## src/rtl/rsa_feeder_if.sv

```systemverilog
// rsa_feeder_if
//   Bundles the operand-memory read ports and the array load stream driven
//   by rsa_feeder.
//   master : feeder side  (drives read strobes/addresses and the beat streams)
//   slave  : memory/array side (returns read data, consumes the beats)
//
// Handshake: the stream is valid-only. A beat transfers on every rising edge
// where *_val is high; the array's input FIFOs always accept, so there is no
// ready. *_data is forced to 0 whenever its valid is low. Memory read data
// is returned exactly one cycle after the matching *_rd_en.
interface rsa_feeder_if #(
    parameter int IN_LEN = 8,
    parameter int MEM_AW = 8
);
    logic              a_rd_en;
    logic [MEM_AW-1:0] a_rd_addr;
    logic [IN_LEN-1:0] a_rd_data;
    logic              b_rd_en;
    logic [MEM_AW-1:0] b_rd_addr;
    logic [IN_LEN-1:0] b_rd_data;
    logic              Xin_val;
    logic [IN_LEN-1:0] Xin_data;
    logic              Yin_val;
    logic [IN_LEN-1:0] Yin_data;
    logic              SA_start;

    modport master (
        output a_rd_en, a_rd_addr, b_rd_en, b_rd_addr,
        input  a_rd_data, b_rd_data,
        output Xin_val, Xin_data, Yin_val, Yin_data, SA_start
    );

    modport slave (
        input  a_rd_en, a_rd_addr, b_rd_en, b_rd_addr,
        output a_rd_data, b_rd_data,
        input  Xin_val, Xin_data, Yin_val, Yin_data, SA_start
    );
endinterface

```

## src/rtl/rsa_feeder.sv

```systemverilog
// rsa_feeder
//   Streams operand matrix A (X x N, row order) and operand matrix B
//   (N x Y, column order) out of two synchronous single-port memories onto
//   the systolic array's Xin/Yin beat streams, then pulses SA_start.
//
// Ports
//   clk, sys_rst        : clock, synchronous active-high reset
//   start               : request pulse, honoured only in IDLE
//   a_base, b_base      : operand base addresses, captured on acceptance
//   bus (master)        : memory read ports + Xin/Yin streams + SA_start
//   busy                : high from acceptance until the cycle after SA_start
//   done                : one-cycle pulse coincident with SA_start
//   dbg_state_o         : current FSM state (0 IDLE, 1 STREAM, 2 FLUSH, 3 FIRE)
//
// Build option
//   RSA_FEEDER_BTRANS_EN : B is stored transposed (Y x N row-major), so its
//                          addresses become a linear increment. Beat order
//                          on Yin is unchanged.
module rsa_feeder #(
    parameter int X      = 3,
    parameter int N      = 4,
    parameter int Y      = 3,
    parameter int IN_LEN = 8,
    parameter int MEM_AW = 8
) (
    input  logic              clk,
    input  logic              sys_rst,
    input  logic              start,
    input  logic [MEM_AW-1:0] a_base,
    input  logic [MEM_AW-1:0] b_base,
    rsa_feeder_if.master      bus,
    output logic              busy,
    output logic              done,
    output logic [1:0]        dbg_state_o
);
    localparam int A_BEATS = X * N;
    localparam int A_CW    = (A_BEATS > 1) ? $clog2(A_BEATS) : 1;
    localparam int KW      = (N > 1) ? $clog2(N) : 1;
    localparam int JW      = (Y > 1) ? $clog2(Y) : 1;
    localparam logic [A_CW-1:0] A_LAST = A_CW'(A_BEATS - 1);
    localparam logic [KW-1:0]   K_LAST = KW'(N - 1);
    localparam logic [JW-1:0]   J_LAST = JW'(Y - 1);
`ifdef RSA_FEEDER_BTRANS_EN
    // Column j of B is a contiguous run of N words.
    localparam logic [MEM_AW-1:0] B_STEP     = MEM_AW'(1);
    localparam int                COL_STRIDE = N;
`else
    // Column j of B is strided by Y; the next column starts one word later.
    localparam logic [MEM_AW-1:0] B_STEP     = MEM_AW'(Y);
    localparam int                COL_STRIDE = 1;
`endif

    typedef enum logic [1:0] {S_IDLE, S_STREAM, S_FLUSH, S_FIRE} state_t;

    state_t            state_q, state_d;
    logic [A_CW-1:0]   a_cnt_q, a_cnt_d;
    logic [MEM_AW-1:0] a_addr_q, a_addr_d;
    logic              a_act_q, a_act_d;
    logic [KW-1:0]     b_k_q, b_k_d;
    logic [JW-1:0]     b_j_q, b_j_d;
    logic [MEM_AW-1:0] b_addr_q, b_addr_d;
    logic [MEM_AW-1:0] b_base_q, b_base_d;
    logic              b_act_q, b_act_d;
    logic              xval_q, yval_q;
    logic              a_rd_en, b_rd_en;
    logic [MEM_AW-1:0] b_col_next;

    // First address of the column after the current one.
    assign b_col_next = b_base_q + MEM_AW'((32'(b_j_q) + 1) * COL_STRIDE);

    always_comb begin
        state_d  = state_q;
        a_cnt_d  = a_cnt_q;
        a_addr_d = a_addr_q;
        a_act_d  = a_act_q;
        b_k_d    = b_k_q;
        b_j_d    = b_j_q;
        b_addr_d = b_addr_q;
        b_base_d = b_base_q;
        b_act_d  = b_act_q;
        a_rd_en  = 1'b0;
        b_rd_en  = 1'b0;
        case (state_q)
            S_IDLE: begin
                if (start) begin
                    state_d  = S_STREAM;
                    a_cnt_d  = '0;
                    a_addr_d = a_base;
                    a_act_d  = 1'b1;
                    b_k_d    = '0;
                    b_j_d    = '0;
                    b_addr_d = b_base;
                    b_base_d = b_base;
                    b_act_d  = 1'b1;
                end
            end
            S_STREAM: begin
                a_rd_en = a_act_q;
                b_rd_en = b_act_q;
                if (a_act_q) begin
                    a_addr_d = a_addr_q + MEM_AW'(1);
                    if (a_cnt_q == A_LAST) a_act_d = 1'b0;
                    else                   a_cnt_d = a_cnt_q + A_CW'(1);
                end
                if (b_act_q) begin
                    if (b_k_q == K_LAST) begin
                        b_k_d = '0;
                        if (b_j_q == J_LAST) begin
                            b_act_d = 1'b0;
                        end else begin
                            b_j_d    = b_j_q + JW'(1);
                            b_addr_d = b_col_next;
                        end
                    end else begin
                        b_k_d    = b_k_q + KW'(1);
                        b_addr_d = b_addr_q + B_STEP;
                    end
                end
                // Leave as soon as this cycle issued the last read of both streams.
                if (!a_act_d && !b_act_d) state_d = S_FLUSH;
            end
            S_FLUSH: state_d = S_FIRE;
            S_FIRE:  state_d = S_IDLE;
            default: state_d = S_IDLE;
        endcase
    end

    always_ff @(posedge clk) begin
        if (sys_rst) begin
            state_q  <= S_IDLE;
            a_cnt_q  <= '0;
            a_addr_q <= '0;
            a_act_q  <= 1'b0;
            b_k_q    <= '0;
            b_j_q    <= '0;
            b_addr_q <= '0;
            b_base_q <= '0;
            b_act_q  <= 1'b0;
            xval_q   <= 1'b0;
            yval_q   <= 1'b0;
        end else begin
            state_q  <= state_d;
            a_cnt_q  <= a_cnt_d;
            a_addr_q <= a_addr_d;
            a_act_q  <= a_act_d;
            b_k_q    <= b_k_d;
            b_j_q    <= b_j_d;
            b_addr_q <= b_addr_d;
            b_base_q <= b_base_d;
            b_act_q  <= b_act_d;
            // Valid tracks the strobe by one cycle, matching memory latency.
            xval_q   <= a_rd_en;
            yval_q   <= b_rd_en;
        end
    end

    assign bus.a_rd_en   = a_rd_en;
    assign bus.b_rd_en   = b_rd_en;
    assign bus.a_rd_addr = a_rd_en ? a_addr_q : '0;
    assign bus.b_rd_addr = b_rd_en ? b_addr_q : '0;
    assign bus.Xin_val   = xval_q;
    assign bus.Yin_val   = yval_q;
    assign bus.Xin_data  = xval_q ? bus.a_rd_data : '0;
    assign bus.Yin_data  = yval_q ? bus.b_rd_data : '0;
    assign bus.SA_start  = (state_q == S_FIRE);
    assign done          = (state_q == S_FIRE);
    assign busy          = (state_q != S_IDLE);
    assign dbg_state_o   = state_q;
endmodule

```

## src/flat_wrapper.sv

```systemverilog
// flat-port wrapper written by rule: the top's interface ports become plain ports
module rsa_feeder_flat 
#(
    parameter int X      = 3,
    parameter int N      = 4,
    parameter int Y      = 3,
    parameter int IN_LEN = 8,
    parameter int MEM_AW = 8
)
  (clk, sys_rst, start, a_base, b_base, busy, done, dbg_state_o, bus_a_rd_en, bus_a_rd_addr, bus_b_rd_en, bus_b_rd_addr, bus_a_rd_data, bus_b_rd_data, bus_Xin_val, bus_Xin_data, bus_Yin_val, bus_Yin_data, bus_SA_start);
  rsa_feeder_if #(.IN_LEN(IN_LEN), .MEM_AW(MEM_AW)) bus_i ();
  input  logic clk;
  input  logic sys_rst;
  input  logic start;
  input  logic [MEM_AW-1:0] a_base;
  input  logic [MEM_AW-1:0] b_base;
  output logic busy;
  output logic done;
  output logic [1:0] dbg_state_o;
  output wire logic [$bits(bus_i.a_rd_en)-1:0] bus_a_rd_en;
  output wire logic [$bits(bus_i.a_rd_addr)-1:0] bus_a_rd_addr;
  output wire logic [$bits(bus_i.b_rd_en)-1:0] bus_b_rd_en;
  output wire logic [$bits(bus_i.b_rd_addr)-1:0] bus_b_rd_addr;
  input wire logic [$bits(bus_i.a_rd_data)-1:0] bus_a_rd_data;
  input wire logic [$bits(bus_i.b_rd_data)-1:0] bus_b_rd_data;
  output wire logic [$bits(bus_i.Xin_val)-1:0] bus_Xin_val;
  output wire logic [$bits(bus_i.Xin_data)-1:0] bus_Xin_data;
  output wire logic [$bits(bus_i.Yin_val)-1:0] bus_Yin_val;
  output wire logic [$bits(bus_i.Yin_data)-1:0] bus_Yin_data;
  output wire logic [$bits(bus_i.SA_start)-1:0] bus_SA_start;
  assign bus_a_rd_en = bus_i.a_rd_en;
  assign bus_a_rd_addr = bus_i.a_rd_addr;
  assign bus_b_rd_en = bus_i.b_rd_en;
  assign bus_b_rd_addr = bus_i.b_rd_addr;
  assign bus_i.a_rd_data = bus_a_rd_data;
  assign bus_i.b_rd_data = bus_b_rd_data;
  assign bus_Xin_val = bus_i.Xin_val;
  assign bus_Xin_data = bus_i.Xin_data;
  assign bus_Yin_val = bus_i.Yin_val;
  assign bus_Yin_data = bus_i.Yin_data;
  assign bus_SA_start = bus_i.SA_start;
  rsa_feeder #(.X(X), .N(N), .Y(Y), .IN_LEN(IN_LEN), .MEM_AW(MEM_AW)) u_core (.clk(clk), .sys_rst(sys_rst), .start(start), .a_base(a_base), .b_base(b_base), .bus(bus_i), .busy(busy), .done(done), .dbg_state_o(dbg_state_o));
endmodule
```

## config.mk

```make
export PLATFORM = sky130hd
export DESIGN_NAME = rsa_feeder_flat
export DESIGN_NICKNAME = d
export VERILOG_FILES = /design/src/rtl/rsa_feeder_if.sv /design/src/rtl/rsa_feeder.sv /design/src/flat_wrapper.sv
export SDC_FILE = /design/constraint.sdc
export NUM_CORES = 1
export LEC_CHECK = 0
export CAP_MARGIN = 20
export CORE_MARGIN = 10
export CORE_UTILIZATION = 50
export CTS_BUF_LIST = sky130_fd_sc_hd__clkbuf_2
export DETAILED_ROUTE_END_ITERATION = 8
export GPL_ROUTABILITY_DRIVEN = 1
export MAX_ROUTING_LAYER = met4
export PLACE_DENSITY = 0.83
export SLEW_MARGIN = 40
export SYNTH_ARGS = -nofsm -noshare
export SYNTH_HDL_FRONTEND = slang
export SYNTH_SLANG_ARGS = --single-unit
export TNS_END_PERCENT = 100
```

## constraint.sdc

```tcl
create_clock -name clk -period 4.45 [get_ports clk]
set_input_delay 0.89 -clock clk [delete_from_list [all_inputs] [get_ports clk]]
set_output_delay 0.89 -clock clk [all_outputs]
set_load 0.02 [all_outputs]
```

**Run 1: placement density heat map**

9 x 9 tiles, from black (low) to pale yellow (high), 0 to 100% covered.
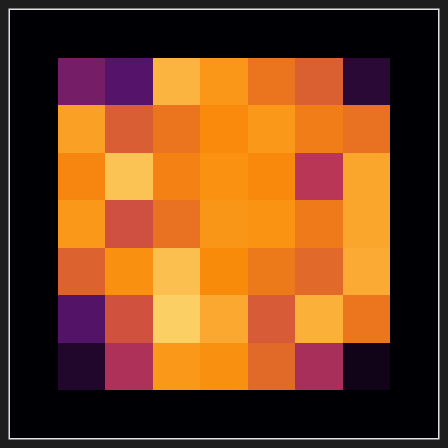
nearly empty tiles: 40%
tiles over 75% full: 24%
emptiest ninth of the die: lower left
fullest tile: 90%
mean over tiles: 39%
densest ninth of the die: center

**Run 1: routing congestion**

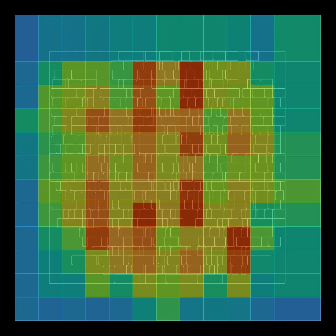
busiest layer in global routing: met2
met1 usage: 21.7%
wire length per cell: 15.5 um

==> flow_metrics.env, run 1 <==
# flow metrics
export IMPL_numCtsBuffers=5
export IMPL_yosys_area_mm2=0.00242
export IMPL_clk_latency_ns=0.41
export IMPL_syn_area_mm2=0.00242
export IMPL_setup_ws_ns=1.02
export IMPL_cp_top_family="buffers and inverters"
export IMPL_gp_congestion=0.870
export IMPL_rsz0062_at_grt="no"
export IMPL_critPathLaunchType="flip-flop"
export IMPL_ys_ff=38
export IMPL_synth_distinct_cells=49
export IMPL_fill_cells=405
export IMPL_yosys_cells=315
export IMPL_core_rowCount=25
export IMPL_hold_buffers=0
export IMPL_max_stage_delay_ns=0.62
export IMPL_antenna_found_initial=0
export IMPL_clkSinkCount=38
export IMPL_required_ns=3.56
export IMPL_fin_worst_skew_ns=0.0263
export IMPL_io_buffers=75
export IMPL_ir_drop_mv=0.408
export IMPL_io_pins=76
export IMPL_hpwl_um=5250
export IMPL_dieHeight_um=89.5
export IMPL_openroad_warnings=31
export IMPL_tritoncts="built"
export IMPL_cts_resized_gates=0
export IMPL_grt_max_degree=27
export IMPL_synthFlopType="dfxtp_1"
export IMPL_setup_viol=0
export IMPL_design_core_area_mm2=0.00469
export IMPL_syn_inst=315
export IMPL_viasPerCell=5.58
export IMPL_vias=2434
export IMPL_fin_crit_sh_pct=77.0
export IMPL_hp_class="reg2reg"
export IMPL_synth_yosys_warnings=0
export IMPL_fin_area_mm2=0.00321
export IMPL_ant_nets=0
export IMPL_layout_drive_gt1_share_pct=5.76
export IMPL_topCellsByArea="dfxtp_1 31%, ha_1 7.2%, a21oi_1 6.6%"
export IMPL_worst_pin_slew_ns=0.585
export IMPL_die_area_mm2=0.00802
export IMPL_first_pass_iters=4
export IMPL_leakagePower_nw=1.25
export IMPL_routed_top_layer="met4"
export IMPL_yosys_area_top_type_share_pct=31.5
export IMPL_outcome="completed"
export IMPL_fmax_ghz=0.292
export IMPL_crit_chain="inv_1 -> ha_1 -> buf_4 -> and3_1 -> clkdlybuf4s50_1"
export IMPL_grt_pass1_vias=2204
export IMPL_crit_buf_inv=3
export IMPL_setup_worst_path_end_class="primary output"
export IMPL_syn_nets=365
export IMPL_clkTransAtPathRegs_ns=0.20
export IMPL_drc=0
export IMPL_wl_met3_um=496
export IMPL_wl_um=6740
export IMPL_min_period_ns=3.43
export IMPL_cp_arrival_ns=2.54
export IMPL_num_antenna_cells=0
export IMPL_gr_total_overflow=0
export IMPL_met1_length_um=3010
export IMPL_post_cts_setup_buffers=0
export IMPL_ctsLongestPathBuffers=2
export IMPL_initialDrtViolationCount=146
export IMPL_cap_violations=0
export IMPL_grt_pass1_wl_um=10900
export IMPL_edf_count=0
export IMPL_cts_root_buf="clkbuf_2"
export IMPL_dpl_cell_area_mm2=0.00316
export IMPL_maxSlewHeadroom_pct=60.2
export IMPL_fp_dieW_um=89.5
export IMPL_async_flop_share_pct=0
export IMPL_slew_violations=0
export IMPL_postSynthSeqShare_pct=31.5
export IMPL_floorplan_core_util_pct=51.5
export IMPL_hold_viol=0
export IMPL_syn_avg_cell_area_um2=7.67
export IMPL_hold_worst_slack_ns=0.476
export IMPL_worstPathMaxFanout=22
export IMPL_wl_met2_um=3160
export IMPL_fin_tns_setup_ns=0
export IMPL_place_ws_ns=1.48
export IMPL_htree_levels=2
export IMPL_grt_total_usage_pct=17.4
export IMPL_yosys_area_top_type="dfxtp_1"
export IMPL_crit_path_top_delay_cell="clkdlybuf4s50_1"
export IMPL_syn2layout_area_growth_pct=32.8
export IMPL_final_nets=431
export IMPL_worstSetupPathType="reg2out"
export IMPL_powerDensity_mw_per_mm2=463
**Run 1: sequential cells grouped by signal name**

Scale bar: 20 um. Other sequential cells in the stronger gray, the rest of the logic in the fainter gray.
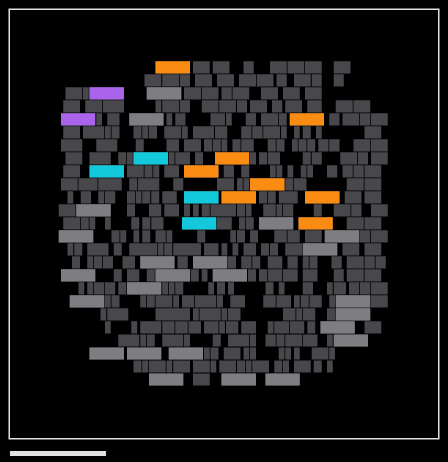
[purple] `u_core.dbg_state_o` | flops: 2
[orange] `u_core.a_addr_q` | flops: 8 | where: center
[cyan] `u_core.a_cnt_q` | flops: 4 | where: center
not colored: 24

run 1: worst register-to-register path: cells and delay by family, from the launching register on:
kind	cells	cell delay [ns]
flip-flops	1	0.37
adder cells (fa/ha/maj)	2	0.54
AND-OR/OR-AND	2	0.63
XOR/XNOR	1	0.14
AND/OR/NAND/NOR	1	0.12
multiplexers	1	0.27
buffers and inverters	2	0.22
run 1: layout make-up:
type                            count  area, um2  area share, %
Clock buffer                        5       25.0          0.779
Clock inverter                      3       16.3          0.507
Inverter                           13       48.8           1.52
Multi-Input combinational cell    245       1520           47.5
Sequential cell                    38        761           23.7
Tap cell                           54       67.6           2.10
Timing Repair Buffer               78        768           23.9
run 1: kinds of logic after synthesis:
kind of cell	Yosys count	synth area share, %
DFF	38	31.5
xor gates and xnor gates	13	4.71
buffers and inverters	32	5.80
adders and majority gates	15	8.07
muxes	6	2.74
and+or+nand+nor	135	27.4
AOI/OAI and AO/OA	76	19.8
run 1: stage by stage:
step / instances / total power [mW] / util [%]
2_1_floorplan: 315 / 1.09 / -
3_3_place_gp: 428 / 1.30 / 67.5
3_5_place_dp: 428 / 1.33 / 67.4
4_1_cts: 436 / 1.48 / 68.3
5_1_grt: 436 / 1.62 / 68.4
6_report: 436 / 1.49 / 68.4
run 1: synth_stat cells (7+ instances only):
cell type and instances:
o21ai_1 9, and2_1 17, a211oi_1 8, nand3_1 8, o211ai_1 7, dfxtp_1 38, xor2_1 7, ha_1 14
and3_1 15, nor3_1 10, a21oi_1 32, nor2_1 31, nand2_1 39, inv_1 11, clkbuf_1 13
run 1: registers in the layout, summed over array words and instances (netlist names):
name                count
u_core.b_base_q         8
u_core.a_act_q          1
u_core.b_addr_q         8
u_core.a_cnt_q          4
u_core.dbg_state_o      2
u_core.a_addr_q         8
u_core.bus.Yin_val      1
u_core.b_k_q            2
u_core.bus.Xin_val      1
u_core.b_j_q            2
u_core.b_act_q          1
run 1: where the power goes:
part	internal (mW)	switching (mW)
Combinational	0.317	0.459
Clock	0.0358	0.122
Sequential	0.432	0.122
Total	0.784	0.704
run 1: per-layer routing:
| metal | global-route usage [%] | up-vias |
|---|---|---|
| met5 | - | - |
| met4 | 4.48 | 0 |
| met3 | 4.65 | 5 |
| met2 | 27.1 | 73 |
| met1 | 21.7 | 1132 |
| li1 | - | 1224 |
run 1: worst paths after layout:
kind	from	endpoint	slack, ns	cells past startpoint
setup / recovery	u_core.dbg_state_o[1]	bus_a_rd_addr[0]	1.02	5
hold reg to reg	u_core.b_k_q[1]	u_core.b_k_q[1]	0.48	2
setup reg to reg	u_core.b_j_q[0]	u_core.b_addr_q[7]	2.10	9
hold / removal	u_core.b_k_q[1]	u_core.b_k_q[1]	0.48	2
run 1: cell usage in the layout (no fill, tap or decap), types with 3 or more instances in the layout:
cell type,instances
and2_1,17
inv_1,11
dfxtp_1,38
o21ai_1,9
xnor2_1,6
buf_4,3
xor2_1,7
nor2_1,31
clkbuf_2,5
nand2_1,39
and3_1,15
nand3_1,8
clkdlybuf4s50_1,74
o211ai_1,7
o21ai_0,6
nand3b_1,3
mux2i_1,3
a211oi_1,8
nor3_1,10
ha_1,14
a21oi_1,31
==> run 2, diff against run 1 <==
Settings changed: CORE_UTILIZATION 50 to 48, PLACE_DENSITY 0.83 to 0.8.
Clock period 4.45 ns to 3.54 ns, I/O delays scaled along.
**Run 2: placement density heat map**

9 x 9 tiles, from black (low) to pale yellow (high), 0 to 100% covered.
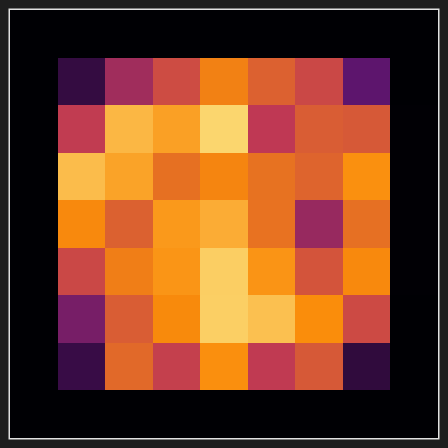
tiles over 75% full: 19%
nearly empty tiles: 40%
mean over tiles: 38%
densest ninth of the die: center
fullest tile: 91%

**Run 2: sequential cells grouped by signal name**

Scale bar: 20 um. Other sequential cells in the stronger gray, the rest of the logic in the fainter gray.
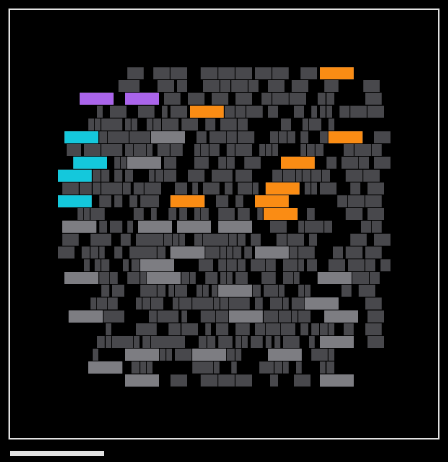
[cyan] `u_core.a_cnt_q` | flops: 4
[purple] `u_core.dbg_state_o` | flops: 2
[orange] `u_core.a_addr_q` | flops: 8

==> run 2 against run 1 <==
Net effect:
- count of clock-buffer cells in the layout did not move
- non-clock buffer count rose by 4
- sequential share of layout area fell by 0.27 points
- register-to-register slack got worse by 0.92 ns
- highest routed layer unchanged
==> flow_metrics.env, run 2 <==
# flow metrics
export IMPL_worst_pin_slew_ns=0.571
export IMPL_wl_met2_um=3550
export IMPL_final_nets=435
export IMPL_hold_viol=0
export IMPL_final_common_cell="clkdlybuf4s50_1"
export IMPL_cp_arrival_ns=2.24
export IMPL_yosys_cell_count_top_type="nand2_1"
export IMPL_grt_max_degree=33
export IMPL_yosys_cells=315
export IMPL_antenna_found_initial=0
export IMPL_ys_ff=38
export IMPL_grt_pass1_wl_um=11600
export IMPL_setup_worst_path_end_class="primary output"
export IMPL_dp_cells=445
export IMPL_routedWlPerCell_um=15.7
export IMPL_gr_total_overflow=0
export IMPL_edf_count=0
export IMPL_initialDrtViolationCount=184
export IMPL_grt_pass1_vias=2381
export IMPL_fp_dieW_um=91.0
export IMPL_yosys_area_top_type="dfxtp_1"
export IMPL_worstSetupPathType="reg2out"
export IMPL_synth_yosys_warnings=0
export IMPL_syn_area_mm2=0.00242
export IMPL_crit_path_top_delay_cell="clkdlybuf4s50_1"
export IMPL_vias=2482
export IMPL_htree_levels=2
export IMPL_leakagePower_nw=1.27
export IMPL_synthTopCellsByCount="39 x nand2_1, 38 x dfxtp_1, 32 x a21oi_1"
export IMPL_core_rowCount=25
export IMPL_grt_total_usage_pct=17.0
export IMPL_yosys_area_top_type_share_pct=31.5
export IMPL_powerDensity_mw_per_mm2=581
export IMPL_postSynthSeqShare_pct=31.5
export IMPL_syn_nets=365
export IMPL_clkSinkCount=38
export IMPL_synth_distinct_cells=49
export IMPL_ir_drop_mv=0.443
export IMPL_openroad_warnings=31
export IMPL_yosys_area_mm2=0.00242
export IMPL_cts_root_buf="clkbuf_2"
export IMPL_hold_buffers=0
export IMPL_post_cts_setup_buffers=0
export IMPL_largestRegisters="u_core.a_addr_q x8, u_core.b_addr_q x8, u_core.b_base_q x8"
export IMPL_num_antenna_cells=0
export IMPL_fin_crit_sh_pct=83.2
export IMPL_synthFlopType="dfxtp_1"
export IMPL_fin_worst_skew_ns=0.0292
export IMPL_design_core_area_mm2=0.00482
export IMPL_syn2layout_area_growth_pct=34.4
export IMPL_ctsLongestPathBuffers=2
export IMPL_async_flop_share_pct=0
export IMPL_crit_chain="inv_1 -> ha_1 -> buf_4 -> nand2_1 -> nor2_1 -> clkdlybuf4s50_1"
export IMPL_ant_nets=0
export IMPL_tritoncts="built"
export IMPL_cts_resized_gates=0
export IMPL_clkTransAtPathRegs_ns=0.18
export IMPL_wl_met3_um=389
export IMPL_cap_violations=0
export IMPL_hp_class="reg2reg"
export IMPL_met1_length_um=3070
export IMPL_floorplan_core_util_pct=50.2
export IMPL_max_stage_delay_ns=0.62
export IMPL_slew_violations=0
export IMPL_fmax_ghz=0.340
export IMPL_worstPathMaxFanout=16
export IMPL_syn_avg_cell_area_um2=7.67
export IMPL_dieHeight_um=91.0
export IMPL_first_pass_iters=4
export IMPL_viasPerCell=5.49
export IMPL_hpwl_um=5510
export IMPL_critPathLaunchType="flip-flop"
export IMPL_total_power_mw=1.89
export IMPL_r2r_setup_slack_ns=1.18
export IMPL_routed_top_layer="met4"
export IMPL_rsz0062_at_grt="no"
export IMPL_fin_tns_setup_ns=0
export IMPL_io_buffers=75
export IMPL_clk_latency_ns=0.40
export IMPL_drc=0
export IMPL_maxSlewHeadroom_pct=60.8
export IMPL_final_cells=452
export IMPL_outcome="completed"
export IMPL_io_pins=76
export IMPL_gp_congestion=0.841
export IMPL_topCellsByArea="dfxtp_1 31%, ha_1 7.2%, a21oi_1 6.6%"
export IMPL_syn_inst=315
export IMPL_final_cell_mix="75 x clkdlybuf4s50_1, 39 x nand2_1, 38 x dfxtp_1"
export IMPL_wl_um=7110
export IMPL_layout_drive_gt1_share_pct=5.97
export IMPL_min_period_ns=2.94
export IMPL_place_ws_ns=0.894
export IMPL_numCtsBuffers=5
export IMPL_setup_viol=0
export IMPL_die_area_mm2=0.00827
export IMPL_setup_ws_ns=0.596
export IMPL_required_ns=2.83
run 2: critical path: cells and delay by family, from the launching register on:
kind / cells / cell delay [ns]
buffers and inverters: 3 / 0.95
adders and majority gates: 1 / 0.17
DFF: 1 / 0.39
and+or+nand+nor: 2 / 0.34
run 2: area by class of cell:
cell class | count | area (um2)
Clock buffer | 5 | 25.0
Clock inverter | 2 | 10.0
Fill cell | 444 | 1570
Inverter | 13 | 48.8
Multi-Input combinational cell | 245 | 1520
Sequential cell | 38 | 761
Tap cell | 67 | 83.8
Timing Repair Buffer | 82 | 803
run 2: final timing paths:
path,startpoint,cells after the start,to
worst max-delay path,u_core.dbg_state_o[1],6,bus_b_rd_addr[1]
worst min-delay path,u_core.b_k_q[1],2,u_core.b_k_q[1]
worst max register to register,u_core.b_j_q[0],9,u_core.b_addr_q[7]
worst min register to register,u_core.b_k_q[1],2,u_core.b_k_q[1]
run 2: per-stage QoR:
step	util (%)	area, um2	hold WS [ns]
2_1_floorplan	-	2420	0.436
3_3_place_gp	66.7	3210	0.445
3_5_place_dp	66.7	3210	0.459
4_1_cts	67.4	3250	0.482
5_1_grt	67.4	3250	0.505
6_report	67.4	3250	0.475
run 2: kinds of logic after synthesis:
logic type / synth area share [%]
simple gates: 27.4
compound gates: 19.8
flops: 31.5
buf+inv: 5.80
fa+ha+maj: 8.07
xor+xnor: 4.71
mux: 2.74
run 2: where the power goes:
group	switching, mW	internal, mW	leakage, nW	total (mW)
Combinational	0.589	0.416	0.933	1.00
Sequential	0.153	0.543	0.311	0.696
Clock	0.145	0.0428	0.0286	0.188
Total	0.887	1.00	1.27	1.89
run 2: routing by layer:
layer	up-vias	track usage, %
li1	1230	-
met1	1160	19.8
met2	83	28.6
met4	0	4.44
met5	-	-
met3	9	3.79
==> run 3, diff against run 2 <==
Settings changed: CORE_UTILIZATION 48 to 44, PLACE_DENSITY 0.8 to 0.77.
Clock period 3.54 ns to 2.5 ns, I/O delays scaled along.
**Run 3: sequential cells grouped by signal name**

Scale bar: 20 um. Other sequential cells in the stronger gray, the rest of the logic in the fainter gray.
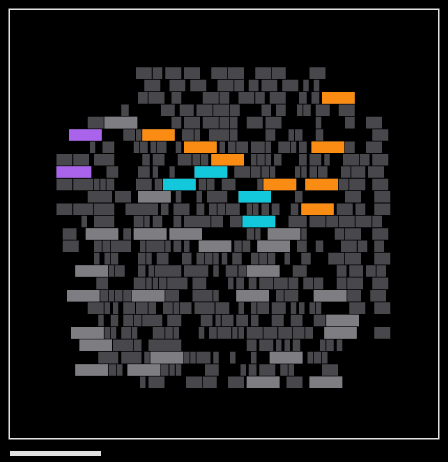
[cyan] `u_core.a_cnt_q` | flops: 4 | where: center
[purple] `u_core.dbg_state_o` | flops: 2
[orange] `u_core.a_addr_q` | flops: 8
not colored: 24

**Run 3: routing congestion**

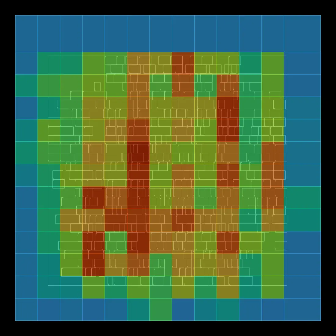
Global Route Usage Sum: 15.9%
met1 usage: 19.6%

==> run 3 against run 2 <==
Net effect:
- utilization fell by 4.8 points
- combinational power up 47%
- die area rose by 7.1%
- area after synthesis is the same
- first-iteration DRC count fell by 13%
- critical path depth down 1
- critical path type unchanged
- largest power group unchanged
==> flow_metrics.env, run 3 <==
# flow metrics
export IMPL_setup_viol=0
export IMPL_core_rowCount=26
export IMPL_hpwl_um=5370
export IMPL_layout_drive_gt1_share_pct=6.46
export IMPL_yosys_cells=315
export IMPL_fin_worst_skew_ns=0.0116
export IMPL_ant_nets=0
export IMPL_yosys_area_top_type="dfxtp_1"
export IMPL_clkSinkCount=38
export IMPL_crit_path_top_delay_cell="dfxtp_1"
export IMPL_io_buffers=75
export IMPL_fp_dieW_um=94.1
export IMPL_r2r_end="u_core.b_addr_q[7]"
export IMPL_powerDensity_mw_per_mm2=831
export IMPL_syn2layout_area_growth_pct=34.9
export IMPL_worstPathMaxFanout=36
export IMPL_grt_max_degree=37
export IMPL_final_cell_mix="56 x clkdlybuf4s50_1, 39 x nand2_1, 37 x dfxtp_1"
export IMPL_fin_crit_sh_pct=92.5
export IMPL_antenna_found_initial=0
export IMPL_regArea_um2=762
export IMPL_area_combinational_mm2=0.00152
export IMPL_fin_util_pct=62.7
export IMPL_use_met2_pct=24.8
export IMPL_final_nets=436
export IMPL_leakagePower_nw=1.35
export IMPL_first_pass_iters=4
export IMPL_drc=0
export IMPL_yosys_cell_count_top_type="nand2_1"
export IMPL_ys_ff=38
export IMPL_worst_pin_slew_ns=0.502
export IMPL_htree_levels=2
export IMPL_syn_nets=365
export IMPL_hold_depth=2
export IMPL_design_core_area_mm2=0.00520
export IMPL_gr_total_overflow=0
export IMPL_postSynthSeqShare_pct=31.5
export IMPL_worstSetupPathType="reg2out"
export IMPL_synth_distinct_cells=49
export IMPL_fill_cells=485
export IMPL_required_ns=2.00
export IMPL_floorplan_core_util_pct=46.4
export IMPL_crit_chain="inv_1 -> ha_2 -> buf_12 -> and3_1 -> dlygate4sd2_1"
export IMPL_initialDrtViolationCount=161
export IMPL_fmax_ghz=0.433
export IMPL_routedWlPerCell_um=15.3
export IMPL_cts_root_buf="clkbuf_2"
export IMPL_rsz0062_at_grt="no"
export IMPL_io_pins=76
export IMPL_critPathLaunchType="flip-flop"
export IMPL_outcome="completed"
export IMPL_viasPerCell=5.35
export IMPL_hold_buffers=0
export IMPL_setup_worst_path_end_class="primary output"
export IMPL_dp_cells=449
export IMPL_synthFlopType="dfxtp_1"
export IMPL_yosys_area_top_type_share_pct=31.5
export IMPL_largestRegisters="u_core.a_addr_q x8, u_core.b_addr_q x8, u_core.b_base_q x8"
export IMPL_regToRegStartpoint="u_core.b_j_q[0]"
export IMPL_async_flop_share_pct=0
export IMPL_synthTopCellsByCount="39 x nand2_1, 38 x dfxtp_1, 32 x a21oi_1"
export IMPL_grt_busiest_layer="met2"
export IMPL_grt_pass1_wl_um=11200
export IMPL_cp_arrival_ns=1.81
export IMPL_ir_drop_mv=0.720
export IMPL_tritoncts="built"
export IMPL_clkTransAtPathRegs_ns=0.19
export IMPL_fin_tns_setup_ns=0
export IMPL_hold_path_endpoint="u_core.b_k_q[1]"
export IMPL_slew_violations=0
export IMPL_post_cts_setup_buffers=0
export IMPL_vias=2445
## run 3: worst max-delay path: cells and delay by family, from the launching register on
kind	cells	cell delay (ns)
fa+ha+maj	1	0.27
simple gates	1	0.17
buf+inv	3	0.62
flops	1	0.35
## run 3: layout make-up
class | instances | share of cell area, %
Tap cell | 70 | 2.69
Timing Repair Buffer | 83 | 24.8
Multi-Input combinational cell | 245 | 46.6
Sequential cell | 38 | 23.4
Clock buffer | 5 | 0.767
Inverter | 13 | 1.50
Clock inverter | 3 | 0.345
## run 3: stage by stage
step                hold slack, ns  cell area (um2)  total power, mW  setup WS [ns]
floorplan                    0.436             2420             1.94          0.422
global placement             0.448             3240             2.42          0.291
detailed placement           0.456             3240             2.45          0.236
CTS                          0.478             3250             2.71         0.0533
global route                 0.507             3260             2.94        0.00239
finish                       0.479             3260             2.71          0.188
## run 3: timing repair
action	4_1_cts	5_1_grt
pin swaps	0	0
gates resized	19	11
endpoints found under the setup margin	18	9
## run 3: metal layers
metal	vias to the layer above	wire length, um
met2	100	3140
met3	2	606
li1	1234	-
met5	-	0
met1	1109	3210
met4	0	36
## run 3: power breakdown
part | internal (mW) | switching [mW] | total (mW)
Combinational | 0.614 | 0.856 | 1.47
Sequential | 0.770 | 0.204 | 0.974
Clock | 0.0598 | 0.206 | 0.265
## run 3: cell families after synthesis
family	after synthesis	share of synthesized area, %
compound gates	76	19.8
xor+xnor	13	4.71
fa+ha+maj	15	8.07
buf+inv	32	5.80
flops	38	31.5
mux	6	2.74
simple gates	135	27.4
## run 3: how the worst max path moves through the flow
stage	from	slack [ns]	endpoint	cells after the start
4_1_cts	u_core.dbg_state_o[0]	0.05	busy	4
5_1_grt	u_core.dbg_state_o[1]	0.002	bus_a_rd_addr[1]	5
3_3_place_gp	bus_b_rd_data[7]	0.29	bus_Yin_data[7]	3
6_report	u_core.dbg_state_o[1]	0.19	bus_a_rd_addr[2]	5
3_5_place_dp	u_core.b_j_q[0]	0.24	u_core.b_addr_q[5]	9
2_1_floorplan	u_core.b_j_q[0]	0.42	u_core.b_addr_q[7]	9
Power is estimated from default activity; no workload was simulated.
